--- src/rtl/seq_bit_serializer_pkg.sv ---
// Shared definitions for the serializer and the downstream sequence detector.
package seq_pkg;

    localparam int SEQ_WIDTH = 8;

    typedef enum logic {
        IDLE  = 1'b0,
        SHIFT = 1'b1
    } seq_state_t;

endpackage

--- src/rtl/seq_bit_serializer.sv ---
// Parallel-to-serial converter with a one-word holding register for gapless streaming.
//   state | meaning
//   IDLE  | no word in sr; a held word is moved into sr at the next edge
//   SHIFT | sr is driving w; en advances one bit per cycle
module seq_bit_serializer
    import seq_pkg::*;
#(
    parameter int WIDTH     = SEQ_WIDTH,
    parameter bit MSB_FIRST = 1'b1
) (
    input  logic             clk,
    input  logic             reset,
    input  logic [WIDTH-1:0] data_in,
    input  logic             load_valid,
    output logic             load_ready,
    input  logic             en,
    output logic             w,
    output logic             bit_valid,
    output logic             last_bit
);

    localparam int CW = $clog2(WIDTH);
    localparam logic [CW-1:0] CNT_LAST = CW'(WIDTH - 1);

    seq_state_t       state;
    logic [WIDTH-1:0] hold;
    logic             hold_valid;
    logic [WIDTH-1:0] sr;
    logic [CW-1:0]    cnt;
    logic [WIDTH-1:0] sr_shifted;

    assign sr_shifted = MSB_FIRST ? {sr[WIDTH-2:0], 1'b0} : {1'b0, sr[WIDTH-1:1]};

    always_ff @(posedge clk) begin
        if (reset) begin
            state      <= IDLE;
            hold       <= '0;
            hold_valid <= 1'b0;
            sr         <= '0;
            cnt        <= '0;
        end else begin
            // Accept and drain never coincide: accept needs hold empty, drain needs it full.
            if (load_valid && !hold_valid) begin
                hold       <= data_in;
                hold_valid <= 1'b1;
            end
            case (state)
                IDLE: begin
                    if (hold_valid) begin
                        sr         <= hold;
                        hold_valid <= 1'b0;
                        cnt        <= '0;
                        state      <= SHIFT;
                    end
                end
                SHIFT: begin
                    if (en) begin
                        if (cnt != CNT_LAST) begin
                            sr  <= sr_shifted;
                            cnt <= cnt + CW'(1);
                        end else if (hold_valid) begin
                            sr         <= hold;
                            hold_valid <= 1'b0;
                            cnt        <= '0;
                        end else begin
                            sr    <= '0;
                            cnt   <= '0;
                            state <= IDLE;
                        end
                    end
                end
                default: state <= IDLE;
            endcase
        end
    end

    assign load_ready = ~hold_valid;
    assign bit_valid  = (state == SHIFT);
    assign last_bit   = (state == SHIFT) && (cnt == CNT_LAST);
    assign w          = bit_valid & (MSB_FIRST ? sr[WIDTH-1] : sr[0]);

endmodule

--- config.mk ---
export PLATFORM = sky130hd
export DESIGN_NAME = seq_bit_serializer
export DESIGN_NICKNAME = d
export VERILOG_FILES = /design/src/rtl/seq_bit_serializer_pkg.sv /design/src/rtl/seq_bit_serializer.sv
export SDC_FILE = /design/constraint.sdc
export NUM_CORES = 1
export LEC_CHECK = 0
export ABC_AREA = 1
export CAP_MARGIN = 0
export CORE_AREA = 3 3 80 52
export DETAILED_ROUTE_END_ITERATION = 7
export DIE_AREA = 0 0 83 55
export PLACE_DENSITY = 0.54
export RECOVER_POWER = 100
export REMOVE_ABC_BUFFERS = 1
export SETUP_SLACK_MARGIN = 0.02
export SLEW_MARGIN = 20
export SYNTH_ARGS = -nofsm -noshare
export SYNTH_HDL_FRONTEND = slang
export SYNTH_SLANG_ARGS = --single-unit
--- constraint.sdc ---
create_clock -name clk -period 1.55 [get_ports clk]
set_input_delay 0.31 -clock clk [delete_from_list [all_inputs] [get_ports clk]]
set_output_delay 0.31 -clock clk [all_outputs]
set_load 0.01 [all_outputs]
==> run_1/route_heat.png <==
The die is cut into 17 by 11 equal tiles; dark blue is low, red is high, scaled to the fullest tile. Values are wire area over tile area, all layers added.
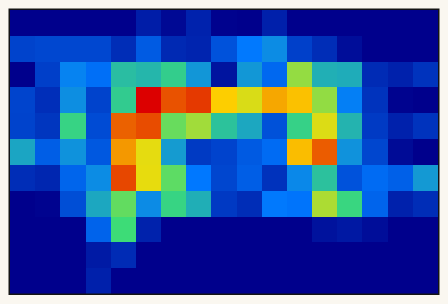
13% of the tiles are over half the peak. The emptiest ninth of the die: bottom centre. 35% of the tiles are nearly empty. The fullest tile reaches 0.40.
combined global-route utilization of all metal layers: 11.2%
Detailed Route WL: 2350 um
routed wire length per instance: 11.4 um
overall via count from detail_route: 955

==> run_1/port_trees.png <==
Scale bar: 20 um.
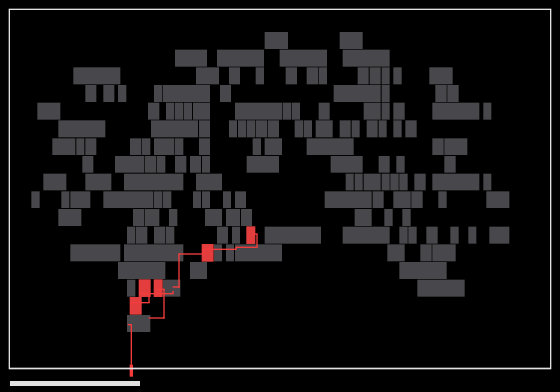
Key: `reset` = red [direction input, edge bottom, end cells 5, buffers 2, wire 45.9 um]

==> qor_table.md, run 1 <==
| Step | Result | Reported |
| --- | --- | --- |
| power and ir drop | Clock share of power | 30.7% |
| worst setup path | Required time reported for the critical path endpoint | 1240 ps |
| synthesis | Seq cells post-synth | 21 |
| floorplan | Initial standard-cell utilization of the core | 29.1% |
| power and ir drop | Lkg Pwr | 0.559 nW |
| clock tree | Maximum buffer depth of the clock tree | 2 |
| synthesis | Async S/R FF share, synth | 0% |
| worst setup path | Ordered list of cells on the worst path | clkdlybuf4s50_1 |
| worst setup path | Kind of end point of the critical path | output pin |
| final timing | RSZ-0062 raised after global routing | no |
| finish | Synthesis-to-finish area growth | 25.1% |
| clock tree | Total of hold buffers inserted after clock tree synthesis | 0 |
| finish | Diode insertion count for antenna repair | 0 |
| clock tree | Clock-pin slew on the worst setup and hold paths | 80 ps |
| synthesis | Top-area cell share | 40.9% |
| run status | Result of the run | finished clean |
| clock tree | Clock latency at the later pin of the worst-skew pair | 260 ps |
| final timing | Cycle use final | 95.6% |
| power and ir drop | Combinational Power Share | 17.6% |
| synthesis | Most instantiated cells after synthesis | sky130_fd_sc_hd__nand2_1, sky130_fd_sc_hd__dfxtp_1, sky130_fd_sc_hd__a21oi_1 |
| worst setup path | Worst stage delay on the critical path | 530 ps |
| worst setup path | Crit path launch | bit_valid |
| global routing | Initial antenna violation count | 0 |
| floorplan | Area of the die | 0.00457 mm^2 |
| worst setup path | Worst Setup Start Kind | flop |
| clock tree | Clock buffers created by TritonCTS | 3 |
| global routing | Maximum number of pins on one net before global-route repair | 18 |
| final timing | Clock skew | 3.09 ps |
| placement | HPWL after detailed placement | 1700 um |
| floorplan | Die H | 55 um |
| synthesis | Synthesized area | 0.00103 mm^2 |
| floorplan | Width of the die | 83 um |
| final timing | Worst-Margin Slew | 516 ps |
| synthesis | Cell taking the most area after synthesis | sky130_fd_sc_hd__dfxtp_1 |
| worst setup path | Buffers and inverters on the worst path | 1 |
| worst setup path | Beginning of the worst register-to-register path | bit_valid |
| synthesis | Syn_area_per_cell | 7.40 um^2 |
| floorplan | Total core area | 0.00353 mm^2 |
| worst setup path | Critical path's slowest cell | sky130_fd_sc_hd__clkdlybuf4s50_1 |
| final timing | Fmax | 675 MHz |
| power and ir drop | Register share of total power | 51.7% |
| synthesis | Yosys stat area | 0.00103 mm^2 |
| clock tree | Clock Root Buffer | sky130_fd_sc_hd__clkbuf_8 |
| final timing | Hold Vio Cnt, Final | 0 |
| power and ir drop | Fraction of power spent switching nets | 26.7% |
| synthesis | Most frequent cell after synthesis | sky130_fd_sc_hd__nand2_1 |
| placement | Cell Area, Placed | 0.00122 mm^2 |
| synthesis | Tally of yosys warning messages | 0 |
| final timing | Final count of negative-setup-slack endpoints | 0 |
| global routing | Global-route wire length before repair | 3940 um |
| clock tree | Number of sinks driven by the clock tree | 21 |
| clock tree | TritonCTS clock tree | built |
| synthesis | Biggest area contributors in the synthesized netlist | sky130_fd_sc_hd__dfxtp_1, sky130_fd_sc_hd__a21oi_1, sky130_fd_sc_hd__nand2_1 |
| synthesis | Count of instantiated cells in the yosys netlist | 139 |
| detailed routing | DRC violations left | 0 |
| power and ir drop | Reported net switching power | 0.000311 W |
| synthesis | Most common flop cell mapped by yosys | sky130_fd_sc_hd__dfxtp_1 |
| floorplan | IO Pins | 16 |
| synthesis | Count of flip-flops with a built-in enable after synthesis | 0 |
| worst setup path | Critical setup path kind | flop to output pin |
| clock tree | Post-CTS Repair Setup Buffers | 0 |
| power and ir drop | VDD IR-drop max | 0.389 mV |
| worst setup path | Arrival time of the worst setup path | 1170 ps |
| worst setup path | Biggest fanout along the worst timing path | 5 |
| job | Max capacitance violation total | 0 |
| final timing | Clock period minus final worst setup slack | 1480 ps |
| min path | Min-delay src | hold[3] |
| placement | Final GP Congestion | 0.734 |
| min path | Hold Path Class | flop to flop |
| job | Number of warnings in the stage logs | 26 |
| floorplan | Number of rows created at floorplan | 17 |
| clock tree | Maximum level of the CTS H-tree | 1 |
| detailed routing | Via density | 4.66 |
| final timing | Slew margin rel. | 65.6% |
| power and ir drop | Pwr/cell area | 906 mW/mm^2 |
| finish | Final std cell area, no fill | 0.00129 mm^2 |
| synthesis | Unique cell type count in the Yosys netlist | 17 |
| synthesis | Post-synthesis sequential area ratio | 40.9% |
| synthesis | Post-Syn Instances | 139 |
| power and ir drop | Internal power | 0.000855 W |
| final timing | Final Worst Setup Slack | 67.6 ps |
| placement | Worst-case setup slack after placement | -108 ps |
| global routing | Via count of the first global-routing pass | 852 |
| placement | Port Buffers | 15 |
| detailed routing | 1st-pass router iterations | 4 |
| worst setup path | Delay-heaviest family, CP | buffers and inverters |
| finish | Final net count | 174 |
| final timing | Count of final max-slew check failures | 0 |
| finish | Share of final-layout standard cells stronger than drive strength 1 | 12.7% |
| detailed routing | Initial DRC Count | 47 |
| global routing | Total congestion overflow after global routing | 0 |
| detailed routing | Antenna violation net count after detailed routing | 0 |
==> run_1/ff_map.png <==
Scale bar: 20 um. Other sequential cells in the stronger grey, the rest of the logic in the fainter grey.
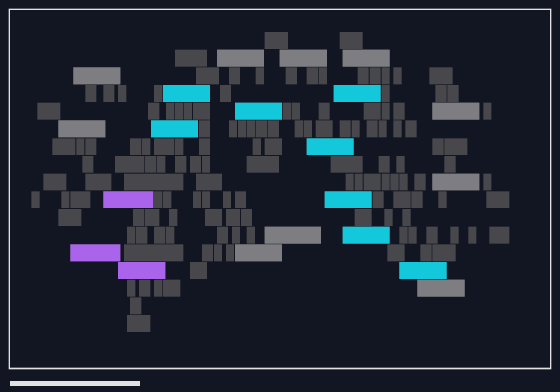
Key: `sr` = cyan [flops 8]; `cnt` = purple [flops 3]
Another 10 sequential cells are not coloured.
fraction of area in registers: 33.2%
Util after Layout: 36.4%
power consumed by sequential cells: 0.000603 W
area taken by flip-flops and latches: 427 um^2

## run 1: per-stage QoR
step	util, %	std cells	hold WS, ps	setup TNS [ps]	total power [W]
finish	36.4	205	459	0	0.00117
global route	36.4	205	478	0	0.00124
detailed placement	34.6	201	454	-108	0.000823
CTS	36.6	205	467	0	0.00120
floorplan	-	133	379	0	0.000738
global placement	34.6	201	448	-43.4	0.000819
## run 1: area by class of cell
cell class,count,area [um^2]
multi-input combinational,96,513
clock inverter,1,5.00
inverter,16,60.1
sequential,21,427
timing repair buffer,21,181
tap,47,58.8
clock buffer,3,41.3
fill,391,2240
## run 1: power groups by stage
stage	Clock (W)	Combinational, W	Sequential, W
2_1_floorplan	0	0.000121	0.000617
6_report	0.000358	0.000205	0.000603
5_1_grt	0.000400	0.000234	0.000608
3_5_place_dp	0	0.000209	0.000615
4_1_cts	0.000384	0.000209	0.000603
3_3_place_gp	0	0.000206	0.000613
## run 1: state kept, by name, summed over array words and instances, names as in the netlist
register    flops
hold            8
sr              8
cnt             3
bit_valid       1
hold_valid      1
## run 1: kinds of logic after synthesis
group,count (synthesis),share of synthesized area [%]
adder cells (fa/ha/maj),3,3.65
flip-flops,21,40.9
AND/OR/NAND/NOR,63,28.8
AND-OR/OR-AND,30,15.0
buffers and inverters,22,11.7
## run 1: placed cells by master (no fill, tap or decap), drive strengths merged
cell           netlist  layout
a21oi               21      21
buf                  6       4
clkbuf               0       6
clkdlybuf4s50        0      12
clkinv               0       1
dfxtp               21      21
dlygate4sd2          0       2
ha                   3       3
inv                 16      16
nand2               27      27
nand3               11      11
nand3b               7       7
nor2                17      17
o21ai                9       9
or2                  1       1
## run 1: layer usage
metal / part of all wire, % / vias up / global-route usage [%]
li1: - / 487 / -
met1: 51 / 431 / 14.2
met2: 42 / 33 / 18.0
met3: 6.3 / 4 / 4.14
met4: 0.98 / 0 / 4.08
met5: 0 / - / 0
## run 1: path summary, 6_finish.rpt
kind | depth (start not counted) | slack [ps] | end
worst min register to register | 2 | 460 | hold[3]
worst min-delay path | 2 | 460 | hold[3]
worst max register to register | 6 | 140 | cnt[1]
worst max-delay path | 1 | 70 | bit_valid
## run 1: what timing repair did
action,4_1_cts,5_1_grt
setup endpoints to repair,4,0
gates resized,14,0
endpoints found under the hold margin,0,0
==> run 1 -> run 2 <==
- HOLD_SLACK_MARGIN: unset -> 0.1
==> run_2/route_heat.png <==
The die is cut into 17 by 11 equal tiles; dark blue is low, red is high, scaled to the fullest tile. Values are wire area over tile area, all layers added.
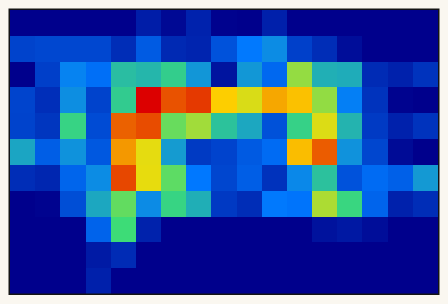
13% of the tiles are over half the peak. The emptiest ninth of the die: bottom centre. 35% of the tiles are nearly empty. The mean over all tiles is 0.082.

==> run_2/clock_nets.png <==
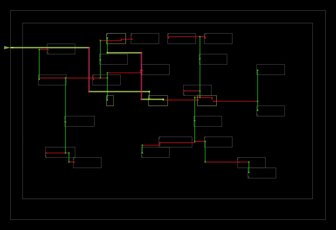
clock buffers created by TritonCTS: 3
number of sinks driven by the clock tree: 21
clock network power: 0.000358 W
number of sequential cells: 21

==> qor_table.md, run 2 <==
| Step | Result | Reported |
| --- | --- | --- |
| min path | Hold Path Class | flop to flop |
| global routing | Global-route wire length before repair | 3940 um |
| finish | Most common cell after layout, fill and taps aside | sky130_fd_sc_hd__nand2_1 |
| worst setup path | Levels on crit path | 1 |
| synthesis | Seq cells post-synth | 21 |
| finish | Share of final-layout standard cells stronger than drive strength 1 | 12.7% |
| global routing | Combined global-route utilization of all metal layers | 11.2% |
| final timing | Worst Hold Slack | 459 ps |
| floorplan | Area of the die | 0.00457 mm^2 |
| synthesis | Top-area cell share | 40.9% |
| job | Max capacitance violation total | 0 |
| detailed routing | Initial DRC Count | 47 |
| worst setup path | Worst stage delay on the critical path | 530 ps |
| global routing | Initial antenna violation count | 0 |
| final timing | Fmax | 675 MHz |
| clock tree | Total of hold buffers inserted after clock tree synthesis | 0 |
| synthesis | Synthesized area | 0.00103 mm^2 |
| final timing | Clock skew | 3.09 ps |
| run status | Result of the run | finished clean |
| synthesis | Post-Syn Instances | 139 |
| detailed routing | 1st-pass router iterations | 4 |
| synthesis | Tally of yosys warning messages | 0 |
| detailed routing | Via density | 4.66 |
| synthesis | Syn_area_per_cell | 7.40 um^2 |
| worst setup path | Critical path's slowest cell | sky130_fd_sc_hd__clkdlybuf4s50_1 |
| placement | Cell Area, Placed | 0.00122 mm^2 |
| finish | Synthesis-to-finish area growth | 25.1% |
| clock tree | Clock Root Buffer | sky130_fd_sc_hd__clkbuf_8 |
| final timing | RSZ-0062 raised after global routing | no |
| final timing | Worst-Margin Slew | 516 ps |
| clock tree | Maximum level of the CTS H-tree | 1 |
| power and ir drop | Lkg Pwr | 0.559 nW |
| clock tree | Clock-pin slew on the worst setup and hold paths | 80 ps |
| floorplan | Number of rows created at floorplan | 17 |
| worst setup path | Worst setup path endpoint | bit_valid |
| detailed routing | Antenna violation net count after detailed routing | 0 |
| placement | Port Buffers | 15 |
| placement | Final GP Congestion | 0.734 |
| detailed routing | Detailed Route WL | 2350 um |
| worst setup path | Critical R2R Capture | cnt[1] |
| finish | Commonest cells after routing, fill and taps aside | sky130_fd_sc_hd__nand2_1, sky130_fd_sc_hd__a21oi_1, sky130_fd_sc_hd__dfxtp_1, sky130_fd_sc_hd__nor2_1, sky130_fd_sc_hd__inv_1 |
| clock tree | Clock latency at the later pin of the worst-skew pair | 260 ps |
| worst setup path | Ordered list of cells on the worst path | clkdlybuf4s50_1 |
| detailed routing | Overall via count from detail_route | 955 |
| synthesis | Async S/R FF share, synth | 0% |
| final timing | Hold Vio Cnt, Final | 0 |
| finish | Util after Layout | 36.4% |
| worst setup path | Worst reg-to-reg path cell count | 6 |
| power and ir drop | VDD IR-drop max | 0.389 mV |
| synthesis | Most common flop cell mapped by yosys | sky130_fd_sc_hd__dfxtp_1 |
| worst setup path | Crit path launch | bit_valid |
| global routing | Total congestion overflow after global routing | 0 |
| final timing | Count of final max-slew check failures | 0 |
| detailed routing | Routed wire length per instance | 11.4 um |
| synthesis | Count of flip-flops with a built-in enable after synthesis | 0 |
| worst setup path | Kind of end point of the critical path | output pin |
| worst setup path | Worst Setup Start Kind | flop |
| synthesis | Yosys stat area | 0.00103 mm^2 |
| finish | Final net count | 174 |
| floorplan | Total core area | 0.00353 mm^2 |
| global routing | Via count of the first global-routing pass | 852 |
| final timing | Total negative slack | 0 ps |
| final timing | Slew margin rel. | 65.6% |
| synthesis | Cell taking the most area after synthesis | sky130_fd_sc_hd__dfxtp_1 |
| job | Number of warnings in the stage logs | 26 |
-- run 2: cell counts after synthesis --
No cell type changed its count.
-- run 2: worst min-delay path by stage --
stage             from       to  cells after the start
3_3_place_gp   hold[4]  hold[4]                      2
2_1_floorplan    reset   cnt[1]                      1
4_1_cts        hold[3]  hold[3]                      2
5_1_grt        hold[2]  hold[2]                      2
6_report       hold[3]  hold[3]                      2
3_5_place_dp   hold[3]  hold[3]                      2
-- run 2: worst register-to-register path: cells and delay by family (launching register included) --
family,cells,cell delay (ps)
AND/OR/NAND/NOR,2,230
buffers and inverters,3,580
AND-OR/OR-AND,1,160
flip-flops,1,380
-- run 2: kinds of logic (layout without fill, tap and decap cells) --
kind of cell / count (synthesis) / after routing / synth area share (%)
AND-OR/OR-AND: 30 / 30 / 15.0
adder cells (fa/ha/maj): 3 / 3 / 3.65
buffers and inverters: 22 / 41 / 11.7
flip-flops: 21 / 21 / 40.9
AND/OR/NAND/NOR: 63 / 63 / 28.8
-- run 2: cell type report --
type                            instances  area [um^2]
Fill cell                             391         2240
Multi-Input combinational cell         96          513
Sequential cell                        21          427
Timing Repair Buffer                   21          181
Inverter                               16         60.1
Tap cell                               47         58.8
Clock buffer                            3         41.3
Clock inverter                          1         5.00
-- run 2: per-stage QoR --
step                      instances  setup WS [ps]
after detailed placement        201           -108
after CTS                       205           45.8
after global routing            205           21.9
after floorplan                 133            107
final                           205           67.6
after global placement          201          -43.4
-- run 2: per-layer routing --
metal / up-vias / wire length (um) / GRT usage (%)
met4: 0 / 23 / 4.08
met3: 4 / 147 / 4.14
met1: 431 / 1190 / 14.2
met2: 33 / 988 / 18.0
met5: - / 0 / 0
li1: 487 / - / -
-- run 2: where the power goes --
group	switching [W]	internal, W	total (W)	leakage [nW]
combinational	0.000111	0.0000933	0.000205	0.358
sequential	0.0000206	0.000582	0.000603	0.175
clock	0.000179	0.000179	0.000358	0.0255
Power is estimated from default activity; no workload was simulated.
